Figure 1. Wiring by layer.
Drawn at 1.5 px/um. Two of the layers only.
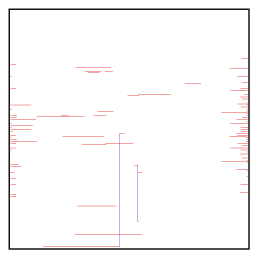
Figure 2. Clock distribution.
Drawn at 3 px/um.
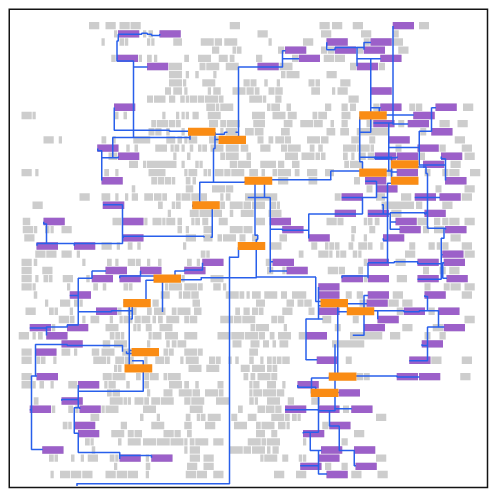
Figure 3. Logic cells by family.
Drawn at 2 px/um.
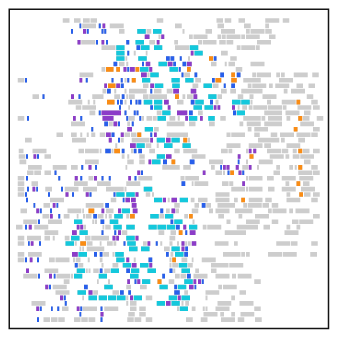
Figure 4. The clock network.
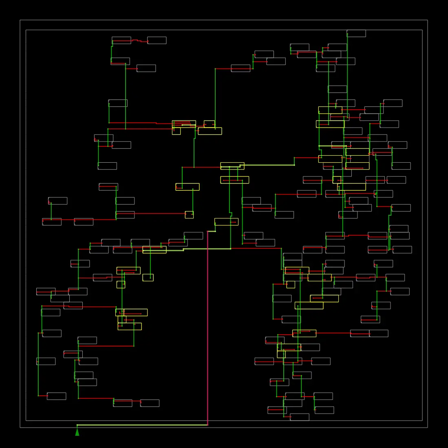
--- src/rtl/vga_pkg.sv ---
// Shared VGA constants and the timing bundle passed between pixel-pipeline stages.
package vga_pkg;

  localparam int HOR_PIXELS = 800;
  localparam int VER_PIXELS = 600;

  localparam logic [11:0] RGB_PIPE   = 12'h0_A_0;
  localparam logic [11:0] RGB_BORDER = 12'h0_4_0;
  localparam logic [11:0] RGB_END    = 12'hA_0_0;

  typedef struct packed {
    logic [10:0] hcount;
    logic        hsync;
    logic        hblnk;
    logic [10:0] vcount;
    logic        vsync;
    logic        vblnk;
  } vga_timing_t;

  localparam int TIMING_W = $bits(vga_timing_t);

endpackage

--- src/rtl/delay.sv ---
// Fixed-length register chain used to keep side-band signals aligned with the datapath.
module delay #(
  parameter int WIDTH   = 1,
  parameter int CLK_DEL = 2
) (
  input  logic             clk,
  input  logic             rst,
  input  logic [WIDTH-1:0] din_i,
  output logic [WIDTH-1:0] dout_o
);

  logic [WIDTH-1:0] stage_q [CLK_DEL];

  always_ff @(posedge clk) begin
    if (rst) begin
      for (int i = 0; i < CLK_DEL; i++) stage_q[i] <= '0;
    end else begin
      stage_q[0] <= din_i;
      for (int i = 1; i < CLK_DEL; i++) stage_q[i] <= stage_q[i-1];
    end
  end

  assign dout_o = stage_q[CLK_DEL-1];

endmodule

--- src/rtl/draw_obstacle.sv ---
// Overlays a two-part pipe (top and bottom, with a gap) onto the VGA pixel stream.
// Obstacle position is captured once per frame on the rising edge of vblnk.
module draw_obstacle
  import vga_pkg::*;
#(
  parameter int          OBST_WIDTH = 60,
  parameter int          BORDER     = 2,
  parameter logic [11:0] PIPE_RGB   = RGB_PIPE,
  parameter logic [11:0] BORDER_RGB = RGB_BORDER,
  parameter logic [11:0] END_RGB    = RGB_END
) (
  input  logic        clk,
  input  logic        rst,
  input  logic [10:0] hcount_in,
  input  logic        hsync_in,
  input  logic        hblnk_in,
  input  logic [10:0] vcount_in,
  input  logic        vsync_in,
  input  logic        vblnk_in,
  input  logic [11:0] rgb_in,
  input  logic [11:0] obstacle_xpos_1,
  input  logic [11:0] obstacle_ypos_1,
  input  logic [11:0] obstacle_ypos_2,
  input  logic        endgame,
  output logic [10:0] hcount_out,
  output logic        hsync_out,
  output logic        hblnk_out,
  output logic [10:0] vcount_out,
  output logic        vsync_out,
  output logic        vblnk_out,
  output logic [11:0] rgb_out
);

  localparam logic [12:0] HOR13 = 13'(HOR_PIXELS);
  localparam logic [12:0] W13   = 13'(OBST_WIDTH);
  localparam logic [12:0] B13   = 13'(BORDER);

  // Frame latch
  logic        vblnk_prev_q;
  logic        vblnk_rise;
  logic [11:0] x_q, y1_q, y2_q;
  logic        end_q;

  assign vblnk_rise = vblnk_in & ~vblnk_prev_q;

  always_ff @(posedge clk) begin
    if (rst) begin
      vblnk_prev_q <= 1'b0;
      x_q          <= 12'(HOR_PIXELS);
      y1_q         <= 12'd0;
      y2_q         <= 12'(VER_PIXELS);
      end_q        <= 1'b0;
    end else begin
      vblnk_prev_q <= vblnk_in;
      if (vblnk_rise) begin
        x_q   <= obstacle_xpos_1;
        y1_q  <= obstacle_ypos_1;
        y2_q  <= obstacle_ypos_2;
        end_q <= endgame;
      end
    end
  end

  // Stage 1: hit flags
  logic [12:0] hc13, vc13, x13, y1_13, y2_13, x_right, x_clip;
  logic        degen, edge_lr, edge_gap;
  logic        in_x_d, in_top_d, in_bot_d, on_border_d;
  logic        in_x_q, in_top_q, in_bot_q, on_border_q;

  assign hc13    = {2'b00, hcount_in};
  assign vc13    = {2'b00, vcount_in};
  assign x13     = {1'b0, x_q};
  assign y1_13   = {1'b0, y1_q};
  assign y2_13   = {1'b0, y2_q};
  assign x_right = x13 + W13 - 13'd1;
  assign x_clip  = (x_right > HOR13 - 13'd1) ? HOR13 - 13'd1 : x_right;
  // With y1 >= y2 the top and bottom pipes merge, so there is no gap edge to outline.
  assign degen   = (y1_13 >= y2_13);

  always_comb begin
    in_x_d      = (x13 < HOR13) && (hc13 >= x13) && (hc13 <= x_clip);
    in_top_d    = (vc13 <= y1_13);
    in_bot_d    = (vc13 >= y2_13);
    edge_lr     = (hc13 < x13 + B13) || (hc13 + B13 > x_clip);
    edge_gap    = !degen && ((in_top_d && (vc13 + B13 > y1_13)) ||
                             (in_bot_d && (vc13 < y2_13 + B13)));
    on_border_d = in_x_d && (in_top_d || in_bot_d) && (edge_lr || edge_gap);
  end

  always_ff @(posedge clk) begin
    if (rst) begin
      in_x_q      <= 1'b0;
      in_top_q    <= 1'b0;
      in_bot_q    <= 1'b0;
      on_border_q <= 1'b0;
    end else begin
      in_x_q      <= in_x_d;
      in_top_q    <= in_top_d;
      in_bot_q    <= in_bot_d;
      on_border_q <= on_border_d;
    end
  end

  // Side-band alignment: blanking+rgb travel one stage, timing travels both stages.
  logic [13:0]  pix_s1;
  vga_timing_t  tim_in, tim_out;

  assign tim_in = '{hcount: hcount_in, hsync: hsync_in, hblnk: hblnk_in,
                    vcount: vcount_in, vsync: vsync_in, vblnk: vblnk_in};

  delay #(.WIDTH(14), .CLK_DEL(1)) u_pix_delay (
    .clk    (clk),
    .rst    (rst),
    .din_i  ({hblnk_in, vblnk_in, rgb_in}),
    .dout_o (pix_s1)
  );

  delay #(.WIDTH(TIMING_W), .CLK_DEL(2)) u_tim_delay (
    .clk    (clk),
    .rst    (rst),
    .din_i  (tim_in),
    .dout_o (tim_out)
  );

  // Stage 2: colour select
  logic [11:0] rgb_out_d, rgb_out_q;

  always_comb begin
    rgb_out_d = pix_s1[11:0];
    if (!(pix_s1[13] || pix_s1[12])) begin
      if (on_border_q)
        rgb_out_d = BORDER_RGB;
      else if (in_x_q && (in_top_q || in_bot_q))
        rgb_out_d = end_q ? END_RGB : PIPE_RGB;
    end
  end

  always_ff @(posedge clk) begin
    if (rst) rgb_out_q <= 12'h000;
    else     rgb_out_q <= rgb_out_d;
  end

  assign rgb_out    = rgb_out_q;
  assign hcount_out = tim_out.hcount;
  assign hsync_out  = tim_out.hsync;
  assign hblnk_out  = tim_out.hblnk;
  assign vcount_out = tim_out.vcount;
  assign vsync_out  = tim_out.vsync;
  assign vblnk_out  = tim_out.vblnk;

endmodule

--- config.mk ---
export PLATFORM = sky130hd
export DESIGN_NAME = draw_obstacle
export DESIGN_NICKNAME = d
export VERILOG_FILES = /design/src/rtl/vga_pkg.sv /design/src/rtl/delay.sv /design/src/rtl/draw_obstacle.sv
export SDC_FILE = /design/constraint.sdc
export NUM_CORES = 1
export LEC_CHECK = 0
export CORE_MARGIN = 2
export CORE_UTILIZATION = 29
export DETAILED_ROUTE_END_ITERATION = 12
export GPL_ROUTABILITY_DRIVEN = 0
export PLACE_DENSITY = 0.46
export SYNTH_ARGS = -nofsm -noshare
export SYNTH_HDL_FRONTEND = slang
export SYNTH_SLANG_ARGS = --single-unit
--- constraint.sdc ---
create_clock -name clk -period 8.6 [get_ports clk]
set_clock_uncertainty 0.1 [all_clocks]
set_input_delay 1.29 -clock clk [delete_from_list [all_inputs] [get_ports clk]]
set_output_delay 1.29 -clock clk [all_outputs]
set_load 0.03 [all_outputs]
==> out/qor.txt <==
Layout cells sized above 1 -> 5.75%
CTS max path bufs -> 2
Yosys chip area -> 0.00696 mm^2
CTS sink cnt -> 117
Fp util -> 29.6%
Die Span Y -> 159 um
HP Start -> u_pix_delay.stage_q[0][8]
Placed insts -> 1,191
#FFs+latches synth -> 117
YS warnings -> 0
Worst stage delay on the critical path -> 0.64 ns
Most common reg cell -> dfxtp_1
Flip-flops with a built-in enable -> 0
Worst reg2reg startpoint -> x_q[0]
CP most frequent cell -> or3_1
Post-route minimum period -> 4.49 ns
Synth top cell by count -> dfxtp_1
First drt pass iteration count -> 4
PortBufs -> 114
Area leader share -> 33.7%
Filler cell count -> 2,486
Row cnt -> 56
Worst slew margin -> 39.5%
Worst setup SP type -> input pin
Commonest cells after routing, fill and taps aside -> dfxtp_1 (117), clkdlybuf4s50_1 (113), nand2_1 (98), ha_1 (98), nor2b_1 (65)
CTS Hold Bufs -> 0
Final WS setup -> 4.11 ns
CP max FO -> 7
Pwr per Cell Area -> 190 mW/mm^2
Count of tool warnings -> 30
Vias in the first global route -> 5,478
Area Growth Syn to Fin -> 27.9%
Post-placement cell area -> 0.00823 mm^2
Post-cts sizing count -> 0
Fraction of registers with async set/reset -> 0%
Max Fclk -> 0.223 GHz
Place WS -> 3.68 ns
Crit path buf inv count -> 1
Antenna Cells -> 0
Largest area contributor in the netlist -> dfxtp_1
Placeable Area -> 0.0235 mm^2
# IOs -> 115
Residual DRC count -> 0
Worst path cell trace -> clkdlybuf4s50_1 -> ha_1 -> nand3_1 -> or3_1 -> xnor2_1 -> ha_1 -> a21oi_1 -> a21oi_1 -> a2111oi_0 -> or3_1 -> a221oi_1 -> or3_1 -> nand3b_1 -> o2111a_1
Antenna violations before repair -> 0
Die Size -> 0.0253 mm^2
Setup_tns -> 0 ns
Final instance area -> 0.00890 mm^2
First-pass GRT wire length -> 29,600 um
TritonCTS clock tree -> done
Post-route ant nets -> 0
CP Data Arrival Time -> 4.69 ns
Actual slew at the worst max-slew pin -> 0.908 ns
Nets -> 1,066
Max-slew violations -> 0
Overall power -> 1.69 mW
Syn_area_per_cell -> 8.63 um^2
Largest net degree at the start of global routing -> 89
Cycle use final -> 52.2%
Synth top cells by count -> dfxtp_1 (117), ha_1 (98), nand2_1 (98), nor2b_1 (66), a21oi_1 (61)
Outcome -> complete, no violations
Drt initial violations -> 253
CP top delay family -> simple AND/OR/NAND/NOR gates
Global route overflow -> 0
Worst path slowest cell -> clkdlybuf4s50_1
Maxcap violations -> 0
Main area contributors -> dfxtp_1 (34%), ha_1 (18%), nor2b_1 (5.9%)
CP startpoint -> vcount_in[1]
Root buffer cell -> clkbuf_16
Cell variety after synth -> 63
Crit path kind -> input pin to flop
Hold slack -> 0.322 ns
Mapped Cells -> 806
Fin util -> 37.8%
H-tree Lvls -> 4
Post-DR vias/cell -> 4.53
Die Wd -> 159 um
Postcts setup bufs -> 0
Hold Violations, Final -> 0
RSZ-0062 raised after global routing -> false
# Cells Yosys -> 806
Setup violators final -> 0
Seq share, synth -> 33.7%
Hpwl dp -> 13,800 um
Pleak -> 3.61 nW
CP endpoint kind -> flop
Peak supply drop -> 0.0987 mV
Hold crit path type -> flop to flop
Worst-path clk slew -> 0.06 ns
Mapped Area -> 0.00696 mm^2
Crit path DRT -> 8.80 ns
About Figure 1:
Key: purple = M4 [wire length 113 um]; red = M3 [wire length 700 um]
routed wire length: 17,900 um
WL/cell: 14.6 um
total track usage: 14.7%
Via Count: 5,541

About Figure 2:
Key: purple = flip-flops [count 117]; blue = clock wires [length 1,850 um]; orange = clock-net drivers [count 17]
There are 18 routed clock nets.
Clk power: 0.808 mW
clk_lat worst skew: 0.41 ns
Clock power frac: 47.8%

About Figure 3:
Key: cyan = fa/ha/maj cells [cells 100, most used ha_1]; purple = aoi and oai cells [cells 113, most used a21oi_1]; blue = nand cells [cells 154, most used nand2_1]; orange = and/or cells [cells 33, most used and2_1]
combinational share of cell area: 46.8%
Top cell excl fill/tap: dfxtp_1
fin cells: 1,223

About Figure 4:
clk_buf instances: 17
total CTS buffers: 17
Flops: 117

cells by family after synthesis:
family	synth area share [%]
mux	0.144
flops	33.7
xor+xnor	5.16
simple gates	22.4
buf+inv	6.72
other cells	0.0539
compound gates	13.9
fa+ha+maj	17.9
flip-flops by register name, summed over array words and instances, names as in the netlist:
signal	count
y1_q	12
in_top_q	1
in_bot_q	1
x_q	12
u_pix_delay.stage_q	13
in_x_q	1
end_q	1
y2_q	12
u_tim_delay.stage_q	51
rgb_out	12
on_border_q	1
path summary, 6_finish.rpt:
kind                      end  cells after the start  slack, ns
setup / recovery  on_border_q                     14       4.11
hold / removal     rgb_out[8]                      1       0.32
setup reg to reg  on_border_q                     16       4.32
hold reg to reg    rgb_out[8]                      1       0.32
power by group:
group | switching [mW] | internal (mW)
combinational | 0.154 | 0.136
sequential | 0.0203 | 0.571
clock | 0.284 | 0.524
worst register-to-register path, delay by kind of cell (launching register included):
| kind | cells | cell delay, ns |
|---|---|---|
| compound gates | 9 | 1.99 |
| buf+inv | 1 | 0.08 |
| fa+ha+maj | 2 | 0.58 |
| flops | 1 | 0.47 |
| simple gates | 4 | 1.00 |
area by class of cell:
type / count / area (um^2) / share of cell area (%)
well taps: 319 / 399 / 4.48
clock buffers: 17 / 425 / 4.78
repair buffers: 117 / 1160 / 13.0
clock inverters: 15 / 243 / 2.73
inverters: 44 / 165 / 1.86
multi-input cells: 594 / 4160 / 46.8
flip-flops and latches: 117 / 2340 / 26.3
per-layer routing:
metal	share of wire [%]	track usage [%]	vias up	wire, um
met3	3.9	3.50	4	700
met5	0	0	-	0
met1	53	21.3	2491	9500
li1	-	-	2940	-
met4	0.63	4.13	0	112
met2	42	21.6	106	7590
No activity file was given, so power comes from the tool's default toggle rates.
